File: src/rtl/ni_packet_tx_if.sv
// Bundle for the network-interface transmit port: packet requests and
// payload words from the PE side, flits plus RTS/CTS to the router's local port.
interface ni_packet_tx_if #(
  parameter int DATA_WIDTH = 32,
  parameter int AXIS       = 4
);

  // Packet request from the PE
  logic                  req_valid;
  logic [AXIS-1:0]       req_dst;
  logic [11:0]           req_len;
  logic                  req_ready;

  // Payload word stream from the PE
  logic                  pl_valid;
  logic [DATA_WIDTH-5:0] pl_data;
  logic                  pl_ready;

  // Flit channel into the router's local input FIFO
  logic [DATA_WIDTH-1:0] TX;
  logic                  RTS;
  logic                  DCTS;

  // Producer of requests/payload and consumer of flits (PE plus router side)
  modport master (
    output req_valid, req_dst, req_len,
    input  req_ready,
    output pl_valid, pl_data,
    input  pl_ready,
    input  TX, RTS,
    output DCTS
  );

  // The transmit engine itself
  modport slave (
    input  req_valid, req_dst, req_len,
    output req_ready,
    input  pl_valid, pl_data,
    output pl_ready,
    output TX, RTS,
    input  DCTS
  );

endinterface

File: src/rtl/ni_packet_tx.sv
// Network-interface transmit engine. Takes a packet request and a stream of
// payload words, and emits header, body and tail flits (each carrying even
// parity in bit 0) into the router's local input using RTS/CTS flow control.
module ni_packet_tx #(
  parameter int DATA_WIDTH = 32,
  parameter int AXIS       = 4,
  parameter int PID_W      = 8
) (
  input  logic                      clk,
  input  logic                      rst,
  input  logic [AXIS-1:0]           cur_addr,
  ni_packet_tx_if.slave             bus,
  output logic                      busy,
  output logic                      len_err
);

  localparam logic [2:0] TYPE_HDR  = 3'b001;
  localparam logic [2:0] TYPE_BODY = 3'b010;
  localparam logic [2:0] TYPE_TAIL = 3'b100;

  typedef enum logic [1:0] {
    S_IDLE,
    S_HDR,
    S_PAY,
    S_DRAIN
  } state_t;

  state_t                  state_reg, state_next;
  logic [DATA_WIDTH-1:0]   tx_reg, tx_next;
  logic                    rts_reg, rts_next;
  logic [11:0]             rem_reg, rem_next;
  logic [11:0]             len_reg, len_next;
  logic [AXIS-1:0]         dst_reg, dst_next;
  logic [AXIS-1:0]         src_reg, src_next;
  logic [PID_W-1:0]        pid_reg, pid_next;
  logic                    len_err_reg, len_err_next;
  logic                    ready_reg;
  logic                    req_ready_c;
  logic                    pl_ready_c;
  logic                    ld;

  // Fill in bit 0 so the whole flit has even parity over the upper bits.
  function automatic logic [DATA_WIDTH-1:0] seal(input logic [DATA_WIDTH-1:0] f);
    logic [DATA_WIDTH-1:0] r;
    r    = f;
    r[0] = ^f[DATA_WIDTH-1:1];
    return r;
  endfunction

  // The output register may only change when nothing is offered or the
  // offered flit is being taken this cycle.
  assign ld = !rts_reg || bus.DCTS;

  // Stays low through reset and the first edge after it, so no request is
  // accepted before the engine has seen a clean clock.
  always_ff @(posedge clk or negedge rst) begin
    if (!rst) begin
      ready_reg <= 1'b0;
    end else begin
      ready_reg <= 1'b1;
    end
  end

  // State and datapath registers.
  always_ff @(posedge clk or negedge rst) begin
    if (!rst) begin
      state_reg   <= S_IDLE;
      tx_reg      <= '0;
      rts_reg     <= 1'b0;
      rem_reg     <= '0;
      len_reg     <= '0;
      dst_reg     <= '0;
      src_reg     <= '0;
      pid_reg     <= '0;
      len_err_reg <= 1'b0;
    end else begin
      state_reg   <= state_next;
      tx_reg      <= tx_next;
      rts_reg     <= rts_next;
      rem_reg     <= rem_next;
      len_reg     <= len_next;
      dst_reg     <= dst_next;
      src_reg     <= src_next;
      pid_reg     <= pid_next;
      len_err_reg <= len_err_next;
    end
  end

  // Next-state, flit construction and handshake outputs.
  always_comb begin
    state_next   = state_reg;
    tx_next      = tx_reg;
    rts_next     = rts_reg;
    rem_next     = rem_reg;
    len_next     = len_reg;
    dst_next     = dst_reg;
    src_next     = src_reg;
    pid_next     = pid_reg;
    len_err_next = 1'b0;
    req_ready_c  = 1'b0;
    pl_ready_c   = 1'b0;

    unique case (state_reg)
      S_IDLE: begin
        req_ready_c = ready_reg;
        if (bus.req_valid && ready_reg) begin
          if (bus.req_len != 12'd0) begin
            len_next   = bus.req_len;
            dst_next   = bus.req_dst;
            src_next   = cur_addr;
            state_next = S_HDR;
          end else begin
            // Zero-length requests are consumed and flagged; nothing is sent.
            len_err_next = 1'b1;
          end
        end
      end

      S_HDR: begin
        if (ld) begin
          tx_next    = seal({TYPE_HDR, len_reg + 12'd1, dst_reg, src_reg, pid_reg, 1'b0});
          rts_next   = 1'b1;
          rem_next   = len_reg;
          state_next = S_PAY;
        end
      end

      S_PAY: begin
        pl_ready_c = ld;
        if (ld) begin
          if (bus.pl_valid) begin
            // The last remaining word becomes the tail; rem_reg is >= 1 here,
            // so the decrement cannot underflow.
            tx_next  = seal({(rem_reg == 12'd1) ? TYPE_TAIL : TYPE_BODY, bus.pl_data, 1'b0});
            rts_next = 1'b1;
            rem_next = rem_reg - 12'd1;
            if (rem_reg == 12'd1) begin
              state_next = S_DRAIN;
            end
          end else begin
            // No word available: offer a bubble rather than repeat a flit.
            rts_next = 1'b0;
          end
        end
      end

      S_DRAIN: begin
        if (ld) begin
          rts_next   = 1'b0;
          pid_next   = pid_reg + 1'b1;
          state_next = S_IDLE;
        end
      end

      default: begin
        state_next = S_IDLE;
      end
    endcase
  end

  assign bus.req_ready = req_ready_c;
  assign bus.pl_ready  = pl_ready_c;
  assign bus.TX        = tx_reg;
  assign bus.RTS       = rts_reg;
  assign busy          = (state_reg != S_IDLE);
  assign len_err       = len_err_reg;

endmodule

File: src/flat_wrapper.sv
// flat-port wrapper written by rule: the top's interface ports become plain ports
module ni_packet_tx_flat 
#(
  parameter int DATA_WIDTH = 32,
  parameter int AXIS       = 4,
  parameter int PID_W      = 8
)
  (clk, rst, cur_addr, busy, len_err, bus_req_valid, bus_req_dst, bus_req_len, bus_req_ready, bus_pl_valid, bus_pl_data, bus_pl_ready, bus_TX, bus_RTS, bus_DCTS);
  ni_packet_tx_if #(.DATA_WIDTH(DATA_WIDTH), .AXIS(AXIS)) bus_i ();
  input  logic clk;
  input  logic rst;
  input  logic [AXIS-1:0] cur_addr;
  output logic busy;
  output logic len_err;
  input wire logic [$bits(bus_i.req_valid)-1:0] bus_req_valid;
  input wire logic [$bits(bus_i.req_dst)-1:0] bus_req_dst;
  input wire logic [$bits(bus_i.req_len)-1:0] bus_req_len;
  output wire logic [$bits(bus_i.req_ready)-1:0] bus_req_ready;
  input wire logic [$bits(bus_i.pl_valid)-1:0] bus_pl_valid;
  input wire logic [$bits(bus_i.pl_data)-1:0] bus_pl_data;
  output wire logic [$bits(bus_i.pl_ready)-1:0] bus_pl_ready;
  output wire logic [$bits(bus_i.TX)-1:0] bus_TX;
  output wire logic [$bits(bus_i.RTS)-1:0] bus_RTS;
  input wire logic [$bits(bus_i.DCTS)-1:0] bus_DCTS;
  assign bus_i.req_valid = bus_req_valid;
  assign bus_i.req_dst = bus_req_dst;
  assign bus_i.req_len = bus_req_len;
  assign bus_req_ready = bus_i.req_ready;
  assign bus_i.pl_valid = bus_pl_valid;
  assign bus_i.pl_data = bus_pl_data;
  assign bus_pl_ready = bus_i.pl_ready;
  assign bus_TX = bus_i.TX;
  assign bus_RTS = bus_i.RTS;
  assign bus_i.DCTS = bus_DCTS;
  ni_packet_tx #(.DATA_WIDTH(DATA_WIDTH), .AXIS(AXIS), .PID_W(PID_W)) u_core (.clk(clk), .rst(rst), .cur_addr(cur_addr), .bus(bus_i), .busy(busy), .len_err(len_err));
endmodule
File: config.mk
export PLATFORM = sky130hd
export DESIGN_NAME = ni_packet_tx_flat
export DESIGN_NICKNAME = d
export VERILOG_FILES = /design/src/rtl/ni_packet_tx_if.sv /design/src/rtl/ni_packet_tx.sv /design/src/flat_wrapper.sv
export SDC_FILE = /design/constraint.sdc
export NUM_CORES = 1
export LEC_CHECK = 0
export CAP_MARGIN = 5
export CORE_UTILIZATION = 45
export CTS_BUF_LIST = sky130_fd_sc_hd__clkbuf_4
export CTS_CLUSTER_SIZE = 28
export DETAILED_ROUTE_END_ITERATION = 8
export PLACE_DENSITY = 0.74
export SLEW_MARGIN = 25
export SYNTH_ARGS = -nofsm -noshare
export SYNTH_HDL_FRONTEND = slang
export SYNTH_SLANG_ARGS = --single-unit
File: constraint.sdc
create_clock -name clk -period 2.1 [get_ports clk]
set_input_delay 0.42 -clock clk [delete_from_list [all_inputs] [get_ports clk]]
set_output_delay 0.42 -clock clk [all_outputs]
set_load 0.02 [all_outputs]
==> flow_metrics.py <==
# Auto-generated metrics
metrics = {
    "synth": {
        "synth_cell_types": 45,
        "syn_inst": 444,
        "edf_count": 0,
        "yosysTopAreaCellShare": 0.445,
        "synth-async-reset-ratio": 1.00,
        "ys_cells": 444,
        "yosysWarnings": 0,
        "top_cell": "dfrtp_1",
        "syn_area_mm2": 0.00433,
        "syn_nets": 507,
        "yosys_area_mm2": 0.00433,
        "flop_cell": "dfrtp_1",
        "synth_flops": 77,
        "top_cells_by_count": "77 x dfrtp_1, 49 x xnor2_1, 38 x nand2_1, 31 x nor2_1, 28 x a21oi_1",
        "yosysTopAreaCell": "dfrtp_1",
    },
    "placement": {
        "place_congestion": 0.869,
        "placed_cell_area_mm2": 0.00569,
        "dp_cells": 682,
        "numPortBuffers": 89,
        "place_ws_ns": -0.110,
    },
    "setup_path": {
        "crit_path_end_kind": "register",
        "rr_worst_depth": 10,
        "r2r_slack_ns": -0.08,
        "critical_path_buf_inv_count": 3,
        "max_stage_delay_ns": 0.44,
        "r2r-end": "u_core.bus.TX[0]",
        "cp_top_family": "AND-OR/OR-AND gates",
        "reg2reg_from": "u_core.len_reg[1]",
        "crit_path_top_delay_cell": "dfrtp_1",
        "crit_top_cell": "buf_6",
        "path_cells": "buf_6, buf_6, nand2_4, buf_6, a32oi_2, nor2_1, a211o_2, xnor3_2, a32oi_1, o211ai_1",
        "worstSetupPathType": "reg -> reg",
        "startpoint_type": "register",
    },
    "layout": {
        "nNonClkInverters": 7,
        "final_util": 0.645,
        "area.combinational_mm2": 0.00233,
        "drive_above_1_share": 0.192,
        "signal_buffers": 146,
        "seq_share": 0.322,
        "num-clock-buffers": 9,
        "fin_area_mm2": 0.00599,
        "clk_share": 0.0221,
        "areaGrowthSynthToFinish_pct": 38.4,
        "largest_reg_flops": 32,
    },
    "floorplanning": {
        "core_mm2": 0.00928,
        "die_area_mm2": 0.0100,
        "initCoreUtil": 0.466,
        "die_width_um": 100,
        "rows": 35,
    },
    "drt": {
        "viasPerCell": 5.42,
        "wl_per_cell_um": 15.7,
        "drt_iter0_markers": 207,
        "drtAntennaViolNets": 0,
        "drc": 0,
    },
    "cts": {
        "cts_resized": 13,
        "cts.sinks": 77,
        "cts_root_buf": "clkbuf_4",
        "htree_num_levels": 3,
        "postCtsSetupBuffers": 5,
        "cts_tree": "yes",
        "clk_pin_slew_ns": 0.14,
        "postCtsHoldBufs": 1,
    },
    "grt": {
        "grt_pass1_wl_um": 18100,
        "grtUsageTotal": 0.234,
        "grt.overflow.total": 0,
        "grt_antenna_before_repair": 0,
        "grt_max_degree": 46,
        "grt_pass1_vias": 3627,
    },
    "worst_hold_path": {
        "hold_path.class": "in -> async",
    },
    "pwr": {
        "power_density_mw_per_mm2": 1660,
        "p_leak_uw": 0.00247,
        "max-vdd-ir-drop_mv": 1.02,
    },
    "sta": {
        "setup-violations-final": 1,
        "worst_slack_ns": -0.0755,
        "fmax_ghz": 0.460,
        "layout_min_cycle_time_ns": 2.18,
        "hold_ws_ns": 0.449,
        "fin_crit_sh": 1.04,
    },
    "flow_run": {
        "maxCapViolCount": 0,
        "stage_log_warnings": 32,
    },
    "status": {
        "outcome": "complete, but fails checks",
        "violations": "negative setup slack",
    },
}
## how the worst max path moves through the flow
| stage | startpoint | to | depth (start not counted) |
|---|---|---|---|
| 2_1_floorplan | u_core.len_reg[0] | u_core.bus.TX[0] | 8 |
| 3_3_place_gp | bus_pl_data[23] | u_core.bus.TX[0] | 8 |
| 3_5_place_dp | bus_pl_data[20] | u_core.bus.TX[0] | 8 |
| 4_1_cts | u_core.len_reg[1] | u_core.bus.TX[0] | 9 |
| 5_1_grt | u_core.len_reg[1] | u_core.bus.TX[0] | 10 |
| 6_report | u_core.len_reg[1] | u_core.bus.TX[0] | 10 |
## per-layer routing
| layer | global-route usage | wire length [µm] | vias to the layer above | share of wire |
|---|---|---|---|---|
| li1 | - | - | 1825 | - |
| met1 | 0.328 | 5180 | 1834 | 0.47 |
| met2 | 0.367 | 5030 | 156 | 0.45 |
| met3 | 0.0362 | 648 | 21 | 0.058 |
| met4 | 0.0925 | 250 | 0 | 0.023 |
| met5 | 0 | 0 | - | 0 |
## where the power goes
| part | total (µW) | internal (µW) | leakage, µW | switching [µW] |
|---|---|---|---|---|
| logic | 6240 | 3270 | 0.00146 | 2970 |
| registers | 2840 | 2170 | 0.000936 | 666 |
| clock network | 878 | 272 | 0.0000710 | 606 |
| total | 9960 | 5720 | 0.00247 | 4240 |
## cell families (layout without fill, tap and decap cells)
logic type               Yosys count  count (layout)  synth area share
AND-OR/OR-AND                    106             106             0.150
XOR/XNOR                          64              64             0.136
adder cells (fa/ha/maj)           10              10            0.0289
buffers and inverters             34             169            0.0324
flip-flops                        77              77             0.445
multiplexers                      29              29            0.0743
other                              1               1          0.000867
AND/OR/NAND/NOR                  123             123             0.132
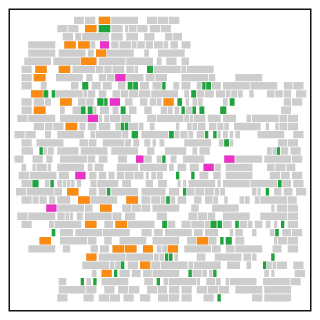
*Gate families picked out*
Scale: 3 px per µm.
legend:
  green:
    family: nand cells
    cells: 62
    most_used: nand2_1
  magenta:
    family: non-inverting ao/oa cells
    cells: 9
  orange:
    family: mux cells
    cells: 29
    most_used: mux2_2
Comb area share: 0.389
Commonest Layout Cell: clkdlybuf4s50_1
post-route insts no fill: 708

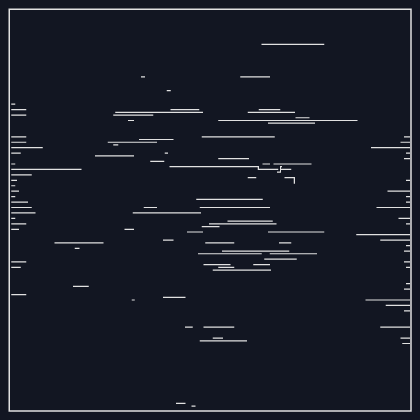
*M3 wires*
Scale: 4 px per µm.
main direction: horizontal
wire length on this layer: 649 µm
nets with wire on the layer: 88
vias post-DR: 3,836
met3 usage: 0.0362
DRT Wirelength: 11,100 µm

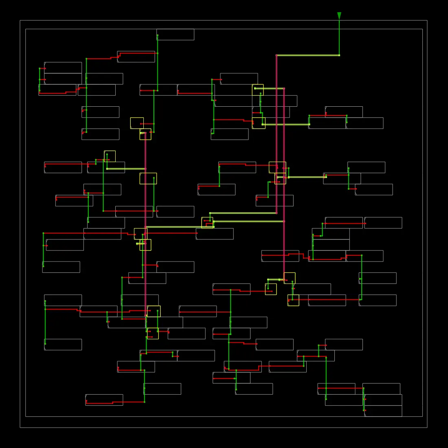
*Clock routing*
final worst clock skew: 0.0189 ns
Clock group: 878 µW
FFs & Latches: 77

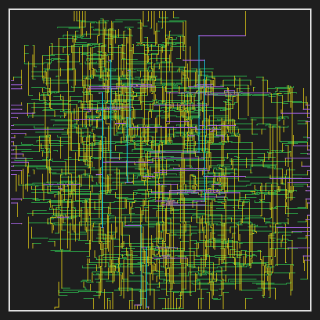
*Signal wires by layer*
Scale: 3 px per µm.
legend:
  purple:
    layer: M3
    wire_length: 649 µm
  cyan:
    layer: M4
    wire_length: 250 µm
  green:
    layer: M1
    wire_length: 5,180 µm
  yellow:
    layer: M2
    wire_length: 5,030 µm

Power figures rest on the tool's default switching activity, not on a simulated workload.
